### config.mk
export PLATFORM = sky130hd
export DESIGN_NAME = rps_match_driver
export DESIGN_NICKNAME = d
export VERILOG_FILES = /design/src/rtl/rps_pkg.sv /design/src/rtl/rps_lfsr.sv /design/src/rtl/rps_match_driver.sv
export SDC_FILE = /design/constraint.sdc
export NUM_CORES = 1
export LEC_CHECK = 0
export CORE_AREA = 2 2 70 59
export DETAILED_ROUTE_END_ITERATION = 10
export DIE_AREA = 0 0 72 61
export PLACE_DENSITY = 0.8
export RECOVER_POWER = 50
export SYNTH_ARGS = -nofsm -noshare
export SYNTH_HDL_FRONTEND = slang
export SYNTH_SLANG_ARGS = --single-unit
### constraint.sdc
create_clock -name clk -period 2.3 [get_ports clk]
set_input_delay 0.46 -clock clk [delete_from_list [all_inputs] [get_ports clk]]
set_output_delay 0.46 -clock clk [all_outputs]
set_load 0.05 [all_outputs]
### src/rtl/rps_pkg.sv
// Shared codes for the rock-paper-scissors match driver: moves, judge verdicts,
// judge FSM states, driver FSM states and the LFSR constants.
package rps_pkg;

  localparam logic [1:0] MOVE_STONE    = 2'b00;
  localparam logic [1:0] MOVE_PAPER    = 2'b01;
  localparam logic [1:0] MOVE_SCISSORS = 2'b10;
  localparam logic [1:0] MOVE_ILLEGAL  = 2'b11;

  localparam logic [1:0] VERDICT_TIE     = 2'b00;
  localparam logic [1:0] VERDICT_P1      = 2'b01;
  localparam logic [1:0] VERDICT_P2      = 2'b10;
  localparam logic [1:0] VERDICT_INVALID = 2'b11;

  localparam logic [2:0] JUDGE_IDLE     = 3'b000;
  localparam logic [2:0] JUDGE_EVALUATE = 3'b001;
  localparam logic [2:0] JUDGE_RESULT   = 3'b010;

  localparam logic [7:0] LFSR_SEED = 8'hA5;
  // Right-shifting Galois form of x^8+x^6+x^5+x^4+1
  localparam logic [7:0] LFSR_TAPS = 8'hB8;

  typedef enum logic [1:0] {
    ST_IDLE    = 2'd0,
    ST_ISSUE   = 2'd1,
    ST_RELEASE = 2'd2,
    ST_DONE    = 2'd3
  } state_e;

  // The illegal code is never offered by the computer player
  function automatic logic [1:0] comp_move(input logic [1:0] bits);
    return (bits == MOVE_ILLEGAL) ? MOVE_STONE : bits;
  endfunction

endpackage

### src/rtl/rps_lfsr.sv
// 8-bit Galois LFSR used as the computer player's move source.
module rps_lfsr
  import rps_pkg::*;
(
  input  logic       clk,
  input  logic       reset,
  input  logic       en,
  input  logic [7:0] seed,
  output logic [1:0] move_bits
);

  logic [7:0] lfsr_q;
  logic [7:0] lfsr_d;

  always_comb begin
    lfsr_d = lfsr_q;
    if (en) begin
      lfsr_d = {1'b0, lfsr_q[7:1]} ^ (lfsr_q[0] ? LFSR_TAPS : 8'h00);
    end
  end

  always_ff @(posedge clk) begin
    if (reset) lfsr_q <= seed;
    else       lfsr_q <= lfsr_d;
  end

  assign move_bits = lfsr_q[1:0];

endmodule

### src/rtl/rps_match_driver.sv
// Match driver: issues rounds to an external judge FSM, tallies verdicts and
// declares a match winner once either side reaches WIN_TARGET round wins.
module rps_match_driver
  import rps_pkg::*;
#(
  parameter int WIN_TARGET = 3,
  parameter int TIMEOUT    = 15
) (
  input  logic       clk,
  input  logic       reset,
  input  logic [1:0] p1_move,
  input  logic       play,
  input  logic       new_match,
  input  logic [2:0] judge_state,
  input  logic [1:0] judge_winner,
  output logic [1:0] p1_out,
  output logic [1:0] p2_out,
  output logic       start,
  output logic [2:0] score_p1,
  output logic [2:0] score_p2,
  output logic [1:0] last_result,
  output logic       match_over,
  output logic [1:0] match_winner,
  output logic       busy,
  output logic       reject,
  output logic       err_timeout,
  output logic       err_invalid,
  output logic [1:0] state_dbg
);

  // Handshake: start is held high from issue until the judge is seen in
  // EVALUATE (or the timeout fires); the next round may only be issued after
  // start has dropped and the judge has returned to IDLE.

  localparam logic [7:0] TO_LAST = 8'(TIMEOUT - 1);
  localparam logic [2:0] TARGET  = 3'(WIN_TARGET);

  state_e     state_q, state_d;
  logic [1:0] p1_out_q, p1_out_d, p2_out_q, p2_out_d;
  logic       start_q, start_d, busy_q, busy_d, reject_q, reject_d;
  logic [2:0] score_p1_q, score_p1_d, score_p2_q, score_p2_d;
  logic [1:0] last_result_q, last_result_d, match_winner_q, match_winner_d;
  logic       match_over_q, match_over_d;
  logic       err_timeout_q, err_timeout_d, err_invalid_q, err_invalid_d;
  logic [7:0] cnt_q, cnt_d;
  logic [1:0] lfsr_bits;

  rps_lfsr u_lfsr (
    .clk       (clk),
    .reset     (reset),
    .en        (1'b1),
    .seed      (LFSR_SEED),
    .move_bits (lfsr_bits)
  );

  always_comb begin
    state_d        = state_q;
    p1_out_d       = p1_out_q;
    p2_out_d       = p2_out_q;
    start_d        = start_q;
    reject_d       = 1'b0;
    score_p1_d     = score_p1_q;
    score_p2_d     = score_p2_q;
    last_result_d  = last_result_q;
    match_over_d   = match_over_q;
    match_winner_d = match_winner_q;
    err_timeout_d  = err_timeout_q;
    err_invalid_d  = err_invalid_q;
    cnt_d          = cnt_q;

    case (state_q)
      ST_IDLE, ST_DONE: begin
        if (new_match) begin
          state_d        = ST_IDLE;
          score_p1_d     = 3'd0;
          score_p2_d     = 3'd0;
          last_result_d  = VERDICT_TIE;
          match_over_d   = 1'b0;
          match_winner_d = 2'b00;
          err_timeout_d  = 1'b0;
          err_invalid_d  = 1'b0;
        end else if (play) begin
          if (state_q == ST_DONE || p1_move == MOVE_ILLEGAL) begin
            reject_d = 1'b1;
          end else begin
            p1_out_d = p1_move;
            p2_out_d = comp_move(lfsr_bits);
            start_d  = 1'b1;
            cnt_d    = 8'd0;
            state_d  = ST_ISSUE;
          end
        end
      end
      ST_ISSUE: begin
        if (judge_state == JUDGE_EVALUATE) begin
          last_result_d = judge_winner;
          case (judge_winner)
            VERDICT_P1:      if (score_p1_q != 3'd7) score_p1_d = score_p1_q + 3'd1;
            VERDICT_P2:      if (score_p2_q != 3'd7) score_p2_d = score_p2_q + 3'd1;
            VERDICT_INVALID: err_invalid_d = 1'b1;
            default:         ;
          endcase
          start_d = 1'b0;
          state_d = ST_RELEASE;
        end else if (cnt_q == TO_LAST) begin
          err_timeout_d = 1'b1;
          start_d       = 1'b0;
          state_d       = ST_RELEASE;
        end else begin
          cnt_d = cnt_q + 8'd1;
        end
      end
      ST_RELEASE: begin
        if (judge_state == JUDGE_IDLE) begin
          if (score_p1_q == TARGET || score_p2_q == TARGET) begin
            state_d        = ST_DONE;
            match_over_d   = 1'b1;
            match_winner_d = (score_p1_q > score_p2_q) ? VERDICT_P1 :
                             (score_p2_q > score_p1_q) ? VERDICT_P2 : 2'b00;
          end else begin
            state_d = ST_IDLE;
          end
        end
      end
      default: state_d = ST_IDLE;
    endcase

    busy_d = (state_d == ST_ISSUE) || (state_d == ST_RELEASE);
  end

  always_ff @(posedge clk) begin
    if (reset) begin
      state_q        <= ST_IDLE;
      p1_out_q       <= 2'b00;
      p2_out_q       <= 2'b00;
      start_q        <= 1'b0;
      busy_q         <= 1'b0;
      reject_q       <= 1'b0;
      score_p1_q     <= 3'd0;
      score_p2_q     <= 3'd0;
      last_result_q  <= 2'b00;
      match_over_q   <= 1'b0;
      match_winner_q <= 2'b00;
      err_timeout_q  <= 1'b0;
      err_invalid_q  <= 1'b0;
      cnt_q          <= 8'd0;
    end else begin
      state_q        <= state_d;
      p1_out_q       <= p1_out_d;
      p2_out_q       <= p2_out_d;
      start_q        <= start_d;
      busy_q         <= busy_d;
      reject_q       <= reject_d;
      score_p1_q     <= score_p1_d;
      score_p2_q     <= score_p2_d;
      last_result_q  <= last_result_d;
      match_over_q   <= match_over_d;
      match_winner_q <= match_winner_d;
      err_timeout_q  <= err_timeout_d;
      err_invalid_q  <= err_invalid_d;
      cnt_q          <= cnt_d;
    end
  end

  assign p1_out       = p1_out_q;
  assign p2_out       = p2_out_q;
  assign start        = start_q;
  assign busy         = busy_q;
  assign reject       = reject_q;
  assign score_p1     = score_p1_q;
  assign score_p2     = score_p2_q;
  assign last_result  = last_result_q;
  assign match_over   = match_over_q;
  assign match_winner = match_winner_q;
  assign err_timeout  = err_timeout_q;
  assign err_invalid  = err_invalid_q;
  assign state_dbg    = state_q;

endmodule

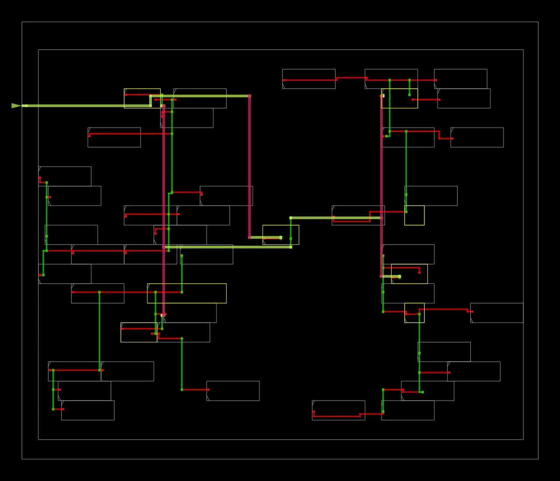
**Above:** clock routing.
clk pwr: 0.566 mW
final clock skew: 0.003521 ns
Clock Latency Late Sink: 0.30 ns
CTS Sinks: 38
# clk buffers: 5

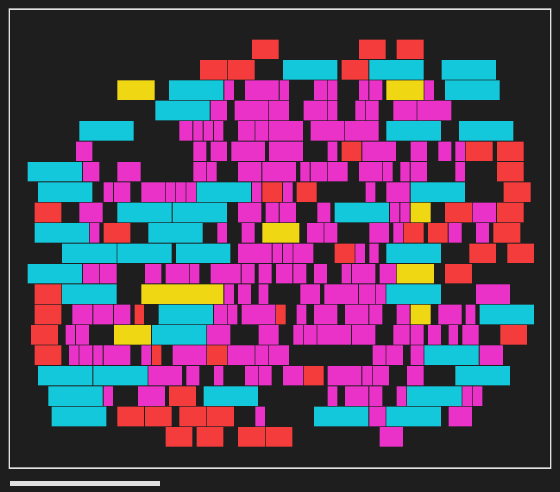
**Above:** cell classes on the final placement.
The bar under the picture is 20 µm long.
- flops: cyan (cells 38)
- clock drivers and dummy loads: yellow (cells 8)
- other buffers and delay cells: red (cells 43)
- combinational and other logic: magenta (cells 166)

==> results_dict.tcl <==
# yosys + openroad results
set metrics [dict create \
    htree_levels 2 \
    cts_setup_buffers 0 \
    leakagePower_nw 0.9432 \
    mostFrequentLayoutCell "dfxtp_1" \
    power_mw 1.433 \
    warning_count 32 \
    cts_resized 0 \
    hold_depth 1 \
    avgSynthCellArea_um2 8.688 \
    synth-edff-count 0 \
    switching_share 0.2505 \
    port_buffers 32 \
    synth.distinct_cells 44 \
    fp_nets 238 \
    antenna_found_initial 0 \
    slowest_delay_ns 0.41 \
    hold_violations 0 \
    clk_pin_slew_ns 0.08 \
    grt_pass1_wl_um 6492 \
    rrSetupSlack_ns 0.19 \
    yosys_cells 212 \
    cpMaxStageDelayCell "ha_1" \
    postCtsHoldBufs 0 \
    totalWireLength_um 3877 \
    r2r-start "state_dbg[0]$_SDFF_PP0_" \
    cp.arrival_ns 2.35 \
    r2r_end "cnt_q[5]$_SDFFE_PP0P_" \
    timing.hold.ws_ns 0.4189 \
    path_cells "inv_1 > ha_1 > and2b_1 > nand3_2 > a22o_1 > or3_1 > a21oi_1" \
    path_buffers 1 \
    gr-total-overflow 0 \
    crit_family "simple AND/OR/NAND/NOR gates" \
    slew_headroom 0.6750 \
    rows 20 \
    place_congestion 0.9265 \
    grt_usage 0.1965 \
    cp.required_ns 2.53 \
    synth_area_leader_cell "dfxtp_1" \
    status "finished, final reports clean" \
    hp-start "u_lfsr.lfsr_q[3]$_SDFF_PP0_" \
    syn_area_um2 1842 \
    layout-drive-gt1-share 0.1020 \
    setup_violations 0 \
    postPlaceCellArea_um2 2267 \
    rsz0062_at_grt "false" \
    fin_crit_ns 2.112 \
    root_buffer "clkbuf_8" \
    cts_tree "done" \
]
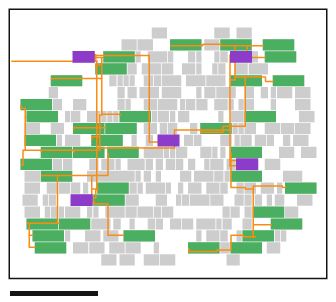
**Above:** clock wires, drivers and flops.
The bar under the picture is 20 µm long.
- clock drivers: purple (count 5)
- clock wires: orange (length 454 µm)
- flip-flops: green (count 38)
- routed clock nets: 6
- flops lie: widely spread

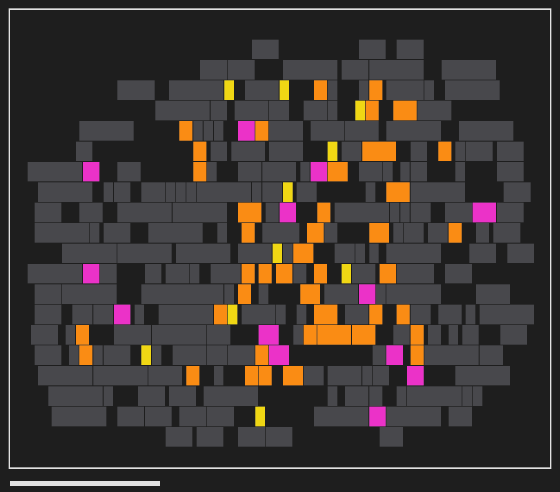
**Above:** gate families picked out.
The bar under the picture is 20 µm long.
- inverting AOI/OAI gates: orange (cells 42; most used a21oi_1)
- inverters: yellow (cells 10; most used inv_1)
- AND and OR gates: magenta (cells 13)

==> worst register-to-register path: cells and delay by family, from the launching register on <==
kind | cells | cell delay (ns)
and+or+nand+nor | 3 | 0.72
AOI/OAI and AO/OA | 2 | 0.42
adders and majority gates | 1 | 0.41
DFF | 1 | 0.40
buffers and inverters | 1 | 0.10
==> routing by layer <==
layer  wire length [µm]  part of all wire  GRT usage
met2               1640              0.42     0.3042
met3                257             0.066    0.05482
met5                  0                 0          0
met4                 95             0.025     0.1051
met1               1883              0.49     0.2528
==> synth_stat cells, types with 2 or more instances <==
master and number:
a2111oi_0 2, a21oi_1 23, a31oi_1 2, a41oi_1 2
and3_1 4, buf_2 2, clkbuf_1 6, dfxtp_1 38
ha_1 15, inv_1 10, mux2i_1 2, nand2_1 20
nand3_1 3, nand4_1 6, nand4b_1 3, nor2_1 25
nor2b_1 3, nor3_1 4, nor3b_1 2, o21ai_0 4
o21bai_1 3, or2_2 4, xnor2_1 4, xor2_1 5
==> area by class of cell <==
| type | instances | share of cell area |
|---|---|---|
| Clock buffer | 5 | 0.02899 |
| Clock inverter | 3 | 0.01898 |
| Inverter | 10 | 0.01581 |
| Multi-Input combinational cell | 156 | 0.4275 |
| Sequential cell | 38 | 0.3205 |
| Tap cell | 44 | 0.02319 |
| Timing Repair Buffer | 43 | 0.1650 |
==> flip-flops by register name, summed over array words and instances, names as in the netlist, 3 cells and up <==
signal / flops
cnt_q: 8
score_p1: 3
score_p2: 3
u_lfsr.lfsr_q: 8
==> per-stage QoR <==
stage | cells | utilization
after floorplan | 212 | -
after global placement | 291 | 0.6163
after detailed placement | 291 | 0.6163
after CTS | 299 | 0.6473
after global routing | 299 | 0.6452
final | 299 | 0.6452
==> power by group through the flow <==
stage	logic (mW)	registers (mW)	clock network (mW)
2_1_floorplan	0.0836	0.732	0
3_3_place_gp	0.177	0.707	0
3_5_place_dp	0.178	0.707	0
4_1_cts	0.179	0.692	0.578
5_1_grt	0.191	0.695	0.610
6_report	0.176	0.691	0.566
==> cells by family (layout without fill, tap and decap cells) <==
logic type               Yosys count  in the layout  share of synthesized area
AND-OR/OR-AND                     46             46                     0.1583
XOR/XNOR                           9              9                    0.04280
adder cells (fa/ha/maj)           15             15                     0.1019
buffers and inverters             18             61                    0.03804
flip-flops                        38             38                     0.4130
multiplexers                       2              2                    0.01087
AND/OR/NAND/NOR                   84             84                     0.2351
Power and IR drop assume default switching activity.
